**src/rtl/br_target_buf_if.sv**
```systemverilog
// Lookup/update bus of the branch target buffer.
// master: fetch/commit side that issues lookups and training updates.
// slave : the buffer itself, which returns hit/target.
interface br_target_buf_if #(
  parameter int ADDR = 32
);
  logic            lk_;
  logic [ADDR-1:0] lk_addr;
  logic            hit;
  logic [ADDR-1:0] target;
  logic            upd_;
  logic [ADDR-1:0] upd_addr;
  logic [ADDR-1:0] upd_target;
  logic            upd_taken_;

  modport master (
    output lk_, lk_addr, upd_, upd_addr, upd_target, upd_taken_,
    input  hit, target
  );

  modport slave (
    input  lk_, lk_addr, upd_, upd_addr, upd_target, upd_taken_,
    output hit, target
  );
endinterface

```
**src/rtl/br_target_buf.sv**
```systemverilog
// Direct-mapped branch target buffer for the fetch stage.
// Lookups report whether a target is cached for a branch address; commit
// trains the table with resolved taken branches; inv_ (fence.i) clears it.
// Optional feature macro: BTB_OUTREG_EN -- when defined, hit/target come
// from an output register (1-cycle latency, cleared by flush_); otherwise
// they are combinational and flush_ is ignored.
module br_target_buf #(
  parameter int ADDR     = 32,
  parameter int BTB_D    = 64,
  parameter int ADDR_OFS = 2
) (
  input  logic             clk,
  input  logic             reset_,
  input  logic             flush_,
  input  logic             inv_,
  br_target_buf_if.slave   bus
);

  localparam int IDX  = $clog2(BTB_D);
  localparam int TAGW = ADDR - IDX - ADDR_OFS;

  // Table storage: only the valid bits are reset; tag/target are qualified
  // by valid so they can stay plain RAM-style storage.
  logic [BTB_D-1:0] valid;
  logic [TAGW-1:0]  tag_mem [BTB_D];
  logic [ADDR-1:0]  tgt_mem [BTB_D];

  // Address split for lookup and update ports.
  logic [IDX-1:0]   lk_idx;
  logic [TAGW-1:0]  lk_tag;
  logic [IDX-1:0]   upd_idx;
  logic [TAGW-1:0]  upd_tag;

  assign lk_idx  = bus.lk_addr[IDX+ADDR_OFS-1:ADDR_OFS];
  assign lk_tag  = bus.lk_addr[ADDR-1:IDX+ADDR_OFS];
  assign upd_idx = bus.upd_addr[IDX+ADDR_OFS-1:ADDR_OFS];
  assign upd_tag = bus.upd_addr[ADDR-1:IDX+ADDR_OFS];

  // Instruction-offset bits never select an entry; flush_ only matters
  // when the output register is built.
  logic unused_bits;
  assign unused_bits = &{1'b0, flush_,
                         bus.lk_addr[ADDR_OFS-1:0],
                         bus.upd_addr[ADDR_OFS-1:0]};

  // Write enable: taken commit update, dropped when an invalidate coincides.
  logic wr_en;
  assign wr_en = (!bus.upd_) && (!bus.upd_taken_) && inv_;

  // Valid bits: async clear on reset, bulk clear on inv_, set on a taken update.
  always_ff @(posedge clk or negedge reset_) begin
    if (!reset_) begin
      valid <= {BTB_D{1'b0}};
    end else if (!inv_) begin
      valid <= {BTB_D{1'b0}};
    end else if (wr_en) begin
      valid[upd_idx] <= 1'b1;
    end else begin
      valid <= valid;
    end
  end

  // Tag and target payload: written on a taken update, overwriting any alias.
  always_ff @(posedge clk) begin
    if (wr_en) begin
      tag_mem[upd_idx] <= upd_tag;
      tgt_mem[upd_idx] <= bus.upd_target;
    end else begin
      tag_mem[upd_idx] <= tag_mem[upd_idx];
      tgt_mem[upd_idx] <= tgt_mem[upd_idx];
    end
  end

  // Lookup against the pre-edge table: requested, valid and tag-equal.
  logic            hit_c;
  logic [ADDR-1:0] target_c;

  // Hit detection for the current lookup request.
  always_comb begin
    hit_c = 1'b0;
    if ((!bus.lk_) && valid[lk_idx] && (tag_mem[lk_idx] == lk_tag)) begin
      hit_c = 1'b1;
    end else begin
      hit_c = 1'b0;
    end
  end

  // Target is forced to zero on a miss so the next-PC mux sees a clean value.
  always_comb begin
    target_c = {ADDR{1'b0}};
    if (hit_c) begin
      target_c = tgt_mem[lk_idx];
    end else begin
      target_c = {ADDR{1'b0}};
    end
  end

`ifdef BTB_OUTREG_EN
  logic            hit_q;
  logic [ADDR-1:0] target_q;

  // Output register: captures this cycle's lookup; flush_ drops it.
  always_ff @(posedge clk or negedge reset_) begin
    if (!reset_) begin
      hit_q    <= 1'b0;
      target_q <= {ADDR{1'b0}};
    end else if (!flush_) begin
      hit_q    <= 1'b0;
      target_q <= {ADDR{1'b0}};
    end else begin
      hit_q    <= hit_c;
      target_q <= target_c;
    end
  end

  assign bus.hit    = hit_q;
  assign bus.target = target_q;
`else
  assign bus.hit    = hit_c;
  assign bus.target = target_c;
`endif

endmodule

```
**src/flat_wrapper.sv**
```systemverilog
// flat-port wrapper written by rule: the top's interface ports become plain ports
module br_target_buf_flat 
#(
  parameter int ADDR     = 32,
  parameter int BTB_D    = 64,
  parameter int ADDR_OFS = 2
)
  (clk, reset_, flush_, inv_, bus_lk_, bus_lk_addr, bus_upd_, bus_upd_addr, bus_upd_target, bus_upd_taken_, bus_hit, bus_target);
  br_target_buf_if #(.ADDR(ADDR)) bus_i ();
  input  logic clk;
  input  logic reset_;
  input  logic flush_;
  input  logic inv_;
  input wire logic [$bits(bus_i.lk_)-1:0] bus_lk_;
  input wire logic [$bits(bus_i.lk_addr)-1:0] bus_lk_addr;
  input wire logic [$bits(bus_i.upd_)-1:0] bus_upd_;
  input wire logic [$bits(bus_i.upd_addr)-1:0] bus_upd_addr;
  input wire logic [$bits(bus_i.upd_target)-1:0] bus_upd_target;
  input wire logic [$bits(bus_i.upd_taken_)-1:0] bus_upd_taken_;
  output wire logic [$bits(bus_i.hit)-1:0] bus_hit;
  output wire logic [$bits(bus_i.target)-1:0] bus_target;
  assign bus_i.lk_ = bus_lk_;
  assign bus_i.lk_addr = bus_lk_addr;
  assign bus_i.upd_ = bus_upd_;
  assign bus_i.upd_addr = bus_upd_addr;
  assign bus_i.upd_target = bus_upd_target;
  assign bus_i.upd_taken_ = bus_upd_taken_;
  assign bus_hit = bus_i.hit;
  assign bus_target = bus_i.target;
  br_target_buf #(.ADDR(ADDR), .BTB_D(BTB_D), .ADDR_OFS(ADDR_OFS)) u_core (.clk(clk), .reset_(reset_), .flush_(flush_), .inv_(inv_), .bus(bus_i));
endmodule
```
**config.mk**
```make
export PLATFORM = sky130hd
export DESIGN_NAME = br_target_buf_flat
export DESIGN_NICKNAME = d
export VERILOG_FILES = /design/src/rtl/br_target_buf_if.sv /design/src/rtl/br_target_buf.sv /design/src/flat_wrapper.sv
export SDC_FILE = /design/constraint.sdc
export NUM_CORES = 2
export LEC_CHECK = 0
export CAP_MARGIN = 20
export CELL_PAD_IN_SITES_DETAIL_PLACEMENT = 1
export CELL_PAD_IN_SITES_GLOBAL_PLACEMENT = 1
export CORE_MARGIN = 5
export CORE_UTILIZATION = 48
export DETAILED_ROUTE_END_ITERATION = 16
export GPL_ROUTABILITY_DRIVEN = 0
export PLACE_DENSITY_LB_ADDON = 0.1
export SLEW_MARGIN = 20
export SYNTH_ARGS = -nofsm -noshare
export SYNTH_HDL_FRONTEND = slang
export SYNTH_SLANG_ARGS = --single-unit
```
**constraint.sdc**
```tcl
create_clock -name clk -period 5.1 [get_ports clk]
set_input_delay 0.765 -clock clk [delete_from_list [all_inputs] [get_ports clk]]
set_output_delay 0.765 -clock clk [all_outputs]
set_load 0.01 [all_outputs]
```
Fig. 1: cell density map
Bar = 200 µm. 27 x 27 tiles, from black (low) to pale yellow (high), 0 to 100% covered.
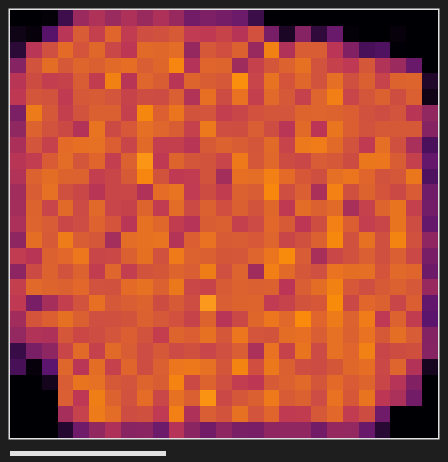
mean over tiles = 53%
fullest tile = 78%
tiles over 75% full = 0.50%
nearly empty tiles = 6.2%
Core Util, Final: 56.4%
FP Core Util: 48.1%
core area: 291000 µm²

==> results_slide.txt <==
Key Metrics from the Run

Synthesis
  – Flip-flops with a built-in enable: 3584
  – Syn Area/Cell: 24.0 µm²
  – Synth async-reset ratio: 1.75%
  – Main logic family: multiplexers
  – Cell Type Count: 61
  – Area leader, netlist: edfxtp_1
  – Simple Share, Synth: 1.33%
  – Post-synthesis register bit count: 3648
  – Adder Area Share: 0%
  – Ys cells: 5836
  – Post-synth top flop: edfxtp_1
  – Mapped Nets: 5939
  – Synthesized cell area: 140000 µm²

Timing
  – # setup viols final: 33
  – Final Max Tran Viols: 0
  – Fin crit period: 5330 ps
  – Final Worst Setup Slack: -228 ps
  – RSZ-0062 raised after global routing: yes
  – Final hold vios: 0

Global routing
  – Top Usage Layer GRT: met2
  – Gr ovfl total: 0
  – Vias in the first global route: 71700
  – Met3 usage: 4.60%

Placement
  – # port buffers: 130
  – Cell area after placement: 151000 µm²

Setup path
  – Delay-heaviest family, CP: buffers and inverters
  – Crit-path max cell delay: 530 ps
  – Worst R2R Path Depth: 1
  – Most frequent CP cell: buf_12
  – Reg-to-Reg Start: u_core.valid[40]

Hold path
  – Hold EP: u_core.tag_mem[54][6]
  – Hold Path Class: input pin to register

Final layout
  – Reg with most FFs: u_core.tgt_mem
  – Area growth syn-to-layout: 17.1%
  – Final cell count without fillers: 10800
  – Largest regs: u_core.tgt_mem: 2048 flops, u_core.tag_mem: 1536 flops, u_core.valid: 64 flops

Detailed routing
  – Antenna-violating nets left: 0
  – Total length of routed met2 wires: 215 mm
  – Total Routed Length: 436 mm

Outcome
  – Status: finished with violations
  – Failing checks: setup timing

Die
  – Die y size: 550 µm
  – Chip area: 302000 µm²

Clock tree
  – CTS tree: done
  – Hold buffers post-CTS: 1
  – Clock sinks: 3648
  – Number of H-tree levels: 5
  – CTS buffer count: 380
  – CTS root buffer: clkbuf_16

Run
  – Max cap viols: 0

Power
  – Static Leak: 52.7 nW
  – Peak VDD IR: 0.000327 V
Fig. 2: congestion heat map
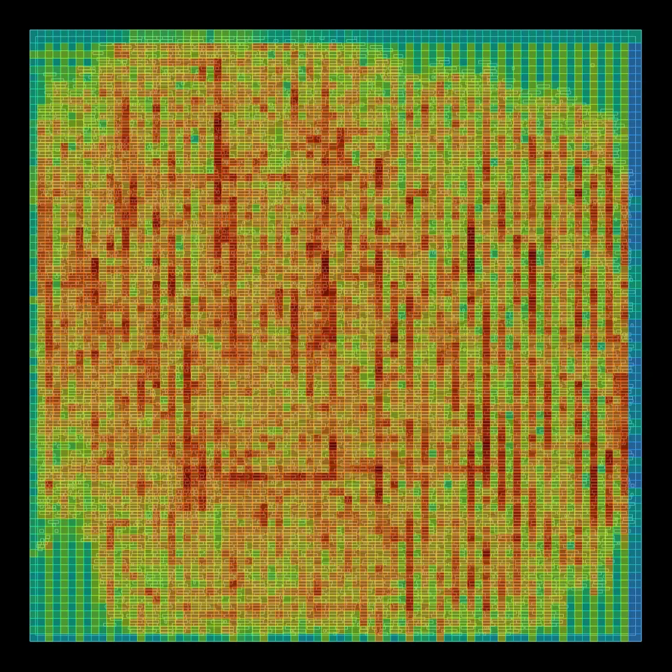
GR Util met1: 40.7%
Total GRT Usage: 28.7%

layout make-up:
class                      instances  area (µm²)
fill                           24000      127000
sequential                      3648      109000
multi-input combinational       1865       30000
clock buffer                     480       10100
timing repair buffer             698        7630
tap                             3900        4880
clock inverter                   205        1880
inverter                           5        26.3
antenna                            3        7.51
where the power goes:
part	leakage, nW	total [W]	internal, W	switching (W)
combinational	13.7	0.00324	0.00137	0.00186
clock	5.88	0.0271	0.0155	0.0116
sequential	33.1	0.0330	0.0330	0.0000158
through the flow:
| stage | util, % | setup TNS [ps] | setup WS [ps] | hold WS [ps] |
|---|---|---|---|---|
| after floorplan | - | 0 | 531 | 444 |
| final | 56.4 | -4890 | -228 | 262 |
| after CTS | 56.2 | -6210 | -219 | 475 |
| after global placement | 51.9 | -38840 | -1330 | 453 |
| after global routing | 56.4 | -8370 | -319 | 237 |
| after detailed placement | 51.9 | -40900 | -1390 | 461 |
Yosys cell counts, types with 3 or more instances:
cell / number
o21ai_0: 11
nand3b_1: 5
a21o_1: 64
nand3_1: 28
xnor2_1: 14
nand2_1: 111
mux4_2: 1031
o22a_1: 3
or2_2: 3
mux2i_1: 132
o21ai_1: 9
o31ai_1: 3
a22oi_1: 73
a2111oi_0: 3
buf_4: 36
a21oi_1: 26
nor2_1: 101
o221ai_1: 4
inv_2: 4
xor2_1: 14
a41oi_1: 4
a22o_1: 12
edfxtp_1: 3584
nand2b_1: 12
clkbuf_1: 115
a32oi_1: 3
nand4_1: 6
nor4_2: 31
mux2_2: 20
buf_2: 72
a31oi_1: 10
and2_1: 8
nor3_1: 4
dfrtp_1: 64
o22ai_1: 21
a221oi_1: 15
a311oi_1: 3
nor2b_1: 21
nor4_1: 10
buf_6: 21
o211ai_1: 12
buf_1: 74
a211oi_1: 14
Power and IR drop assume default switching activity.
